[src/rtl/wb_stage.sv]
`default_nettype none

// ============================================================================
//  Module   : wb_stage
//  Purpose  : b-risc writeback stage. Registers the MEM bundle and selects the
//             register-file write data (ALU / extended load lane / PC+4).
//  Revision : 1.0  initial release
// ============================================================================

`ifndef INSTR_W
`define INSTR_W 32
`endif
`ifndef DEST_SRC_W
`define DEST_SRC_W 2
`endif
`ifndef DEST_SRC_NONE
`define DEST_SRC_NONE 2'd0
`endif
`ifndef DEST_SRC_ALU
`define DEST_SRC_ALU 2'd1
`endif
`ifndef DEST_SRC_MEM
`define DEST_SRC_MEM 2'd2
`endif
`ifndef DEST_SRC_PC4
`define DEST_SRC_PC4 2'd3
`endif

module wb_stage #(
    parameter int WORD_W    = 32,
    parameter int ADDR_W    = 32,
    parameter int REG_IDX_W = 5,
    parameter int CNT_W     = 64,
    localparam int OFF_W    = $clog2(WORD_W / 8)
) (
    input  logic                   clk,
    input  logic                   clr,
    input  logic                   i_stall,
    input  logic                   i_flush,
    input  logic                   i_valid,
    input  logic [ADDR_W-1:0]      i_pc,
    input  logic [`INSTR_W-1:0]    i_instr,
    input  logic [`DEST_SRC_W-1:0] i_dest_src,
    input  logic [REG_IDX_W-1:0]   i_dest_reg,
    input  logic [WORD_W-1:0]      i_alu_eval,
    input  logic [WORD_W-1:0]      i_mem_data,
    input  logic [1:0]             i_mem_size,
    input  logic                   i_mem_unsigned,
    input  logic [OFF_W-1:0]       i_addr_lo,
    output logic                   o_valid,
    output logic [ADDR_W-1:0]      o_pc,
    output logic [`INSTR_W-1:0]    o_instr,
    output logic                   o_dest_en,
    output logic [REG_IDX_W-1:0]   o_dest_reg,
    output logic [WORD_W-1:0]      o_dest_data,
    output logic [CNT_W-1:0]       o_retire_cnt
);

    logic                   r_valid;
    logic [ADDR_W-1:0]      r_pc;
    logic [`INSTR_W-1:0]    r_instr;
    logic [`DEST_SRC_W-1:0] r_dest_src;
    logic [REG_IDX_W-1:0]   r_dest_reg;
    logic [WORD_W-1:0]      r_alu_eval;
    logic [WORD_W-1:0]      r_mem_data;
    logic [1:0]             r_mem_size;
    logic                   r_mem_unsigned;
    logic [OFF_W-1:0]       r_addr_lo;
    logic [CNT_W-1:0]       r_retire_cnt;

    always_ff @(posedge clk or posedge clr) begin
        if (clr) begin
            r_valid        <= 1'b0;
            r_pc           <= '0;
            r_instr        <= '0;
            r_dest_src     <= `DEST_SRC_NONE;
            r_dest_reg     <= '0;
            r_alu_eval     <= '0;
            r_mem_data     <= '0;
            r_mem_size     <= '0;
            r_mem_unsigned <= 1'b0;
            r_addr_lo      <= '0;
            r_retire_cnt   <= '0;
        end else if (i_flush) begin
            r_valid    <= 1'b0;
            r_dest_src <= `DEST_SRC_NONE;
        end else if (!i_stall) begin
            r_valid        <= i_valid;
            r_pc           <= i_pc;
            r_instr        <= i_instr;
            r_dest_src     <= i_valid ? i_dest_src : `DEST_SRC_NONE;
            r_dest_reg     <= i_dest_reg;
            r_alu_eval     <= i_alu_eval;
            r_mem_data     <= i_mem_data;
            r_mem_size     <= i_mem_size;
            r_mem_unsigned <= i_mem_unsigned;
            r_addr_lo      <= i_addr_lo;
            if (i_valid) begin
                r_retire_cnt <= r_retire_cnt + {{(CNT_W-1){1'b0}}, 1'b1};
            end
        end
    end

    // Load lane: a shift past WORD_W yields an all-ones mask, which clamps L.
    logic [WORD_W-1:0] w_shifted;
    logic [WORD_W-1:0] w_lane_mask;
    logic [WORD_W-1:0] w_lane_msb;
    logic              w_sign;
    logic [WORD_W-1:0] w_load;

    always_comb begin
        w_shifted   = r_mem_data >> {r_addr_lo, 3'b000};
        w_lane_mask = ~({WORD_W{1'b1}} << (7'd8 << r_mem_size));
        w_lane_msb  = w_lane_mask ^ (w_lane_mask >> 1);
        w_sign      = ~r_mem_unsigned & (|(w_shifted & w_lane_msb));
        w_load      = (w_shifted & w_lane_mask) | (w_sign ? ~w_lane_mask : '0);
    end

    logic [ADDR_W-1:0] w_pc4_raw;
    logic [WORD_W-1:0] w_pc4;

    assign w_pc4_raw = r_pc + ADDR_W'(4);

    generate
        if (ADDR_W >= WORD_W) begin : g_pc4_trunc
            assign w_pc4 = w_pc4_raw[WORD_W-1:0];
        end else begin : g_pc4_ext
            assign w_pc4 = {{(WORD_W-ADDR_W){1'b0}}, w_pc4_raw};
        end
    endgenerate

    logic [WORD_W-1:0] w_dest_data;

    always_comb begin
        w_dest_data = '0;
        case (r_dest_src)
            `DEST_SRC_ALU: w_dest_data = r_alu_eval;
            `DEST_SRC_MEM: w_dest_data = w_load;
            `DEST_SRC_PC4: w_dest_data = w_pc4;
            default:       w_dest_data = '0;
        endcase
    end

    assign o_valid      = r_valid;
    assign o_pc         = r_pc;
    assign o_instr      = r_instr;
    assign o_dest_en    = r_valid & (r_dest_src != `DEST_SRC_NONE) & (r_dest_reg != '0);
    assign o_dest_reg   = r_dest_reg;
    assign o_dest_data  = w_dest_data;
    assign o_retire_cnt = r_retire_cnt;

endmodule

`default_nettype wire

[config.mk]
export PLATFORM = sky130hd
export DESIGN_NAME = wb_stage
export DESIGN_NICKNAME = d
export VERILOG_FILES = /design/src/rtl/wb_stage.sv
export SDC_FILE = /design/constraint.sdc
export NUM_CORES = 1
export LEC_CHECK = 0
export CAP_MARGIN = 10
export CORE_AREA = 2 2 139 141
export CTS_CLUSTER_DIAMETER = 50
export DETAILED_ROUTE_END_ITERATION = 6
export DIE_AREA = 0 0 141 143
export DONT_BUFFER_PORTS = 1
export HOLD_SLACK_MARGIN = 0.12
export PLACE_DENSITY = 0.75
export SLEW_MARGIN = 20
export SYNTH_ARGS = -nofsm -noshare
export SYNTH_HDL_FRONTEND = slang
export SYNTH_SLANG_ARGS = --single-unit
[constraint.sdc]
create_clock -name clk -period 13.66 [get_ports clk]
set_input_delay 4.098 -clock clk [delete_from_list [all_inputs] [get_ports clk]]
set_output_delay 4.098 -clock clk [all_outputs]
set_load 0.02 [all_outputs]
==> images/m2.png <==
Scale: 2 px per um.
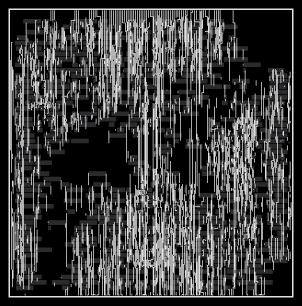
The layer holds 48% of the routed length. The longest straight run is 96.4 um. 904 nets have wire on it. The layer carries 12,500 um of wire. The wires run mostly vertical.

==> images/sizing.png <==
Scale: 3 px per um.
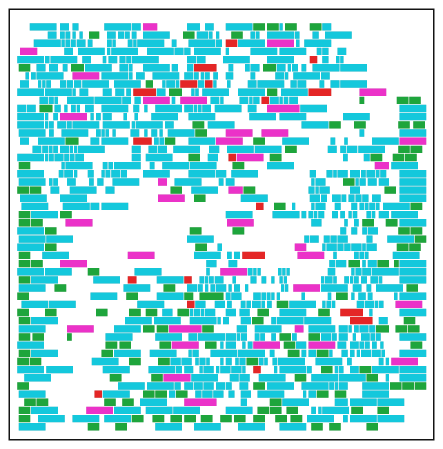
Red shows x3 and x4, cells 19, share 2.1%, most used buf_4. Green shows x2, cells 158, share 18%, most used mux2_2. Cyan shows x1 and smaller, cells 679, share 76%, most used dfrtp_1. Magenta shows x6 and larger, cells 37, share 4.1%, most used clkbuf_16.

==> reports/metrics.yaml <==
sta:
  tightestPinTransition_ns: 0.882
  period_minus_slack_ns: 7.12
  max_freq_mhz: 140
  drv_slew: 0
  slew_headroom_pct: 41.2
  setup_viol: 0
  final.setup_skew_ns: 0.00844
floorplanning:
  core-area_sq_mm: 0.0186
  rows: 50
  dieArea_sq_mm: 0.0202
  die_y_um: 143
drt:
  viasPerCell: 6.18
  dr.pass1.iters: 6
  dr_total_vias: 6990
  postRouteAntennaNets: 0
  wl_per_cell_um: 23.0
  drc_errors: 0
yosys:
  synth_area_sq_mm: 0.0101
  yosys-top-cells-area: "dfrtp_1 51%, mux2_2 16%, xor2_1 3.5%, nand2_1 3.1%, xnor2_1 3.1%"
  synth_chip_area_sq_mm: 0.0101
  synth.largest_area_cell: "dfrtp_1"
  flop_cell: "dfrtp_1"
  ys.flops: 205
  synthesis.nets: 1030
  synth.most_common_cell: "dfrtp_1"
  yosysWarnings: 0
cells_and_area:
  layout.nets: 1023
  areaGrowthSynthToFinish_pct: 10.7
placed_design:
  finalWeightedCongestion: 0.930
clock_network:
  cts_buffers: 26
  cts_tree: "built"
  ctsHoldBuffers: 0
  cts_resized: 0
  cts_buffer_depth: 3
  clkTransAtPathRegs_ns: 0.06
power_and_ir_drop:
  peakVddDrop_v: 0.0000846
worst_setup_path:
  crit_buf_inv: 1
  r2r_end: "o_retire_cnt[59]"
  reg2reg_from: "o_retire_cnt[9]"
worst_hold_path:
  min_to: "r_alu_eval[25]"
global_routing:
  grt_max_degree: 151
  grt_pass1_wl_um: 39700
outcome:
  status: "complete, no violations"
job:
  log.warning_count: 29
==> images/gates.png <==
Scale: 3 px per um.
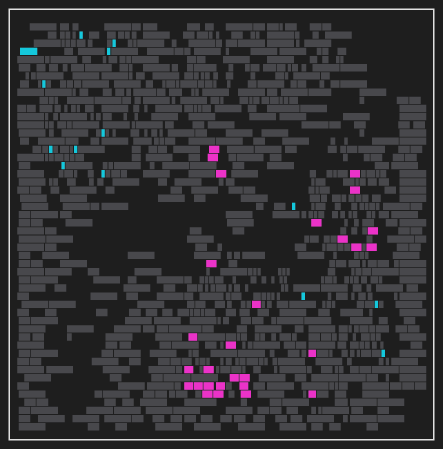
Cyan shows inv cells, cells 14. Magenta shows non-inverting ao/oa cells, cells 28.

[placed cells by master (no fill, tap or decap), types with 4 or more instances in the layout]
cell type  synthesis  final
nand3_1           37     37
o21ai_0           32     32
xnor2_1           36     36
buf_4              0      7
nand2_1           85     85
a211o_1            7      7
o22ai_1            8      8
and3_1            15     15
nor3_1            30     30
diode_2            0      4
a21oi_1           12     12
a32o_1             8      8
nand4_1           17     17
nand2b_1          12     12
mux2_2           143    143
nor4_4             4      4
nor2b_1            9      9
clkbuf_16          0     27
dfrtp_1          205    205
o2bb2ai_1          7      7
inv_1             14     13
a221o_1            9      9
xor2_1            40     40
nor4_1             4      4
mux2i_1           29     29
nor2_1            39     38
[area by class of cell]
class	instances	area [sq um]	share of cell area (%)
diodes	4	10.0	0.0892
clock buffers	33	728	6.49
clock inverters	12	158	1.40
inverters	14	65.1	0.580
multi-input cells	622	4790	42.7
flip-flops and latches	205	5130	45.7
well taps	234	293	2.61
repair buffers	7	52.6	0.468
[logic make-up (layout without fill, tap and decap cells)]
| group | after synthesis | after routing | share of synthesized area (%) |
|---|---|---|---|
| mux | 173 | 173 | 19.0 |
| flops | 205 | 205 | 50.6 |
| xor+xnor | 76 | 76 | 6.56 |
| other cells | 0 | 4 | 0 |
| fa+ha+maj | 2 | 2 | 0.247 |
| buf+inv | 56 | 66 | 2.26 |
| compound gates | 96 | 96 | 6.67 |
| simple gates | 275 | 275 | 14.7 |
[routing by layer]
layer / global-route usage, % / share of wire (%)
met1: 32.9 / 40
met2: 41.6 / 48
met3: 8.18 / 10
met4: 6.89 / 2.1
met5: 0 / 0.28
[worst max-delay path by stage]
stage                                  to           from  cells after the start
after global placement    o_dest_data[18]        o_pc[2]                      6
after global routing      o_dest_data[18]        o_pc[2]                      6
final                     o_dest_data[17]  r_dest_src[0]                      4
after CTS                 o_dest_data[17]  r_dest_src[0]                      4
after floorplan             o_dest_reg[0]            clr                      1
after detailed placement  o_dest_data[17]  r_dest_src[0]                      4
[where the power goes]
part | switching (mW) | internal (mW)
Sequential | 0.127 | 0.675
Combinational | 0.107 | 0.0963
Clock | 0.259 | 0.435
Total | 0.493 | 1.21
[metrics by stage]
stage / hold WS (ns) / utilization, % / cells / cell area [sq um] / total power, mW
after floorplan: 0.472 / - / 883 / 10100 / 0.951
after global placement: 0.485 / 55.6 / 1082 / 10300 / 1.01
after detailed placement: 0.493 / 55.6 / 1082 / 10300 / 1.01
after CTS: 0.505 / 60.3 / 1127 / 11200 / 1.71
after global routing: 0.522 / 60.4 / 1127 / 11200 / 1.77
final: 0.505 / 60.4 / 1131 / 11200 / 1.70
Power figures rest on the tool's default switching activity, not on a simulated workload.
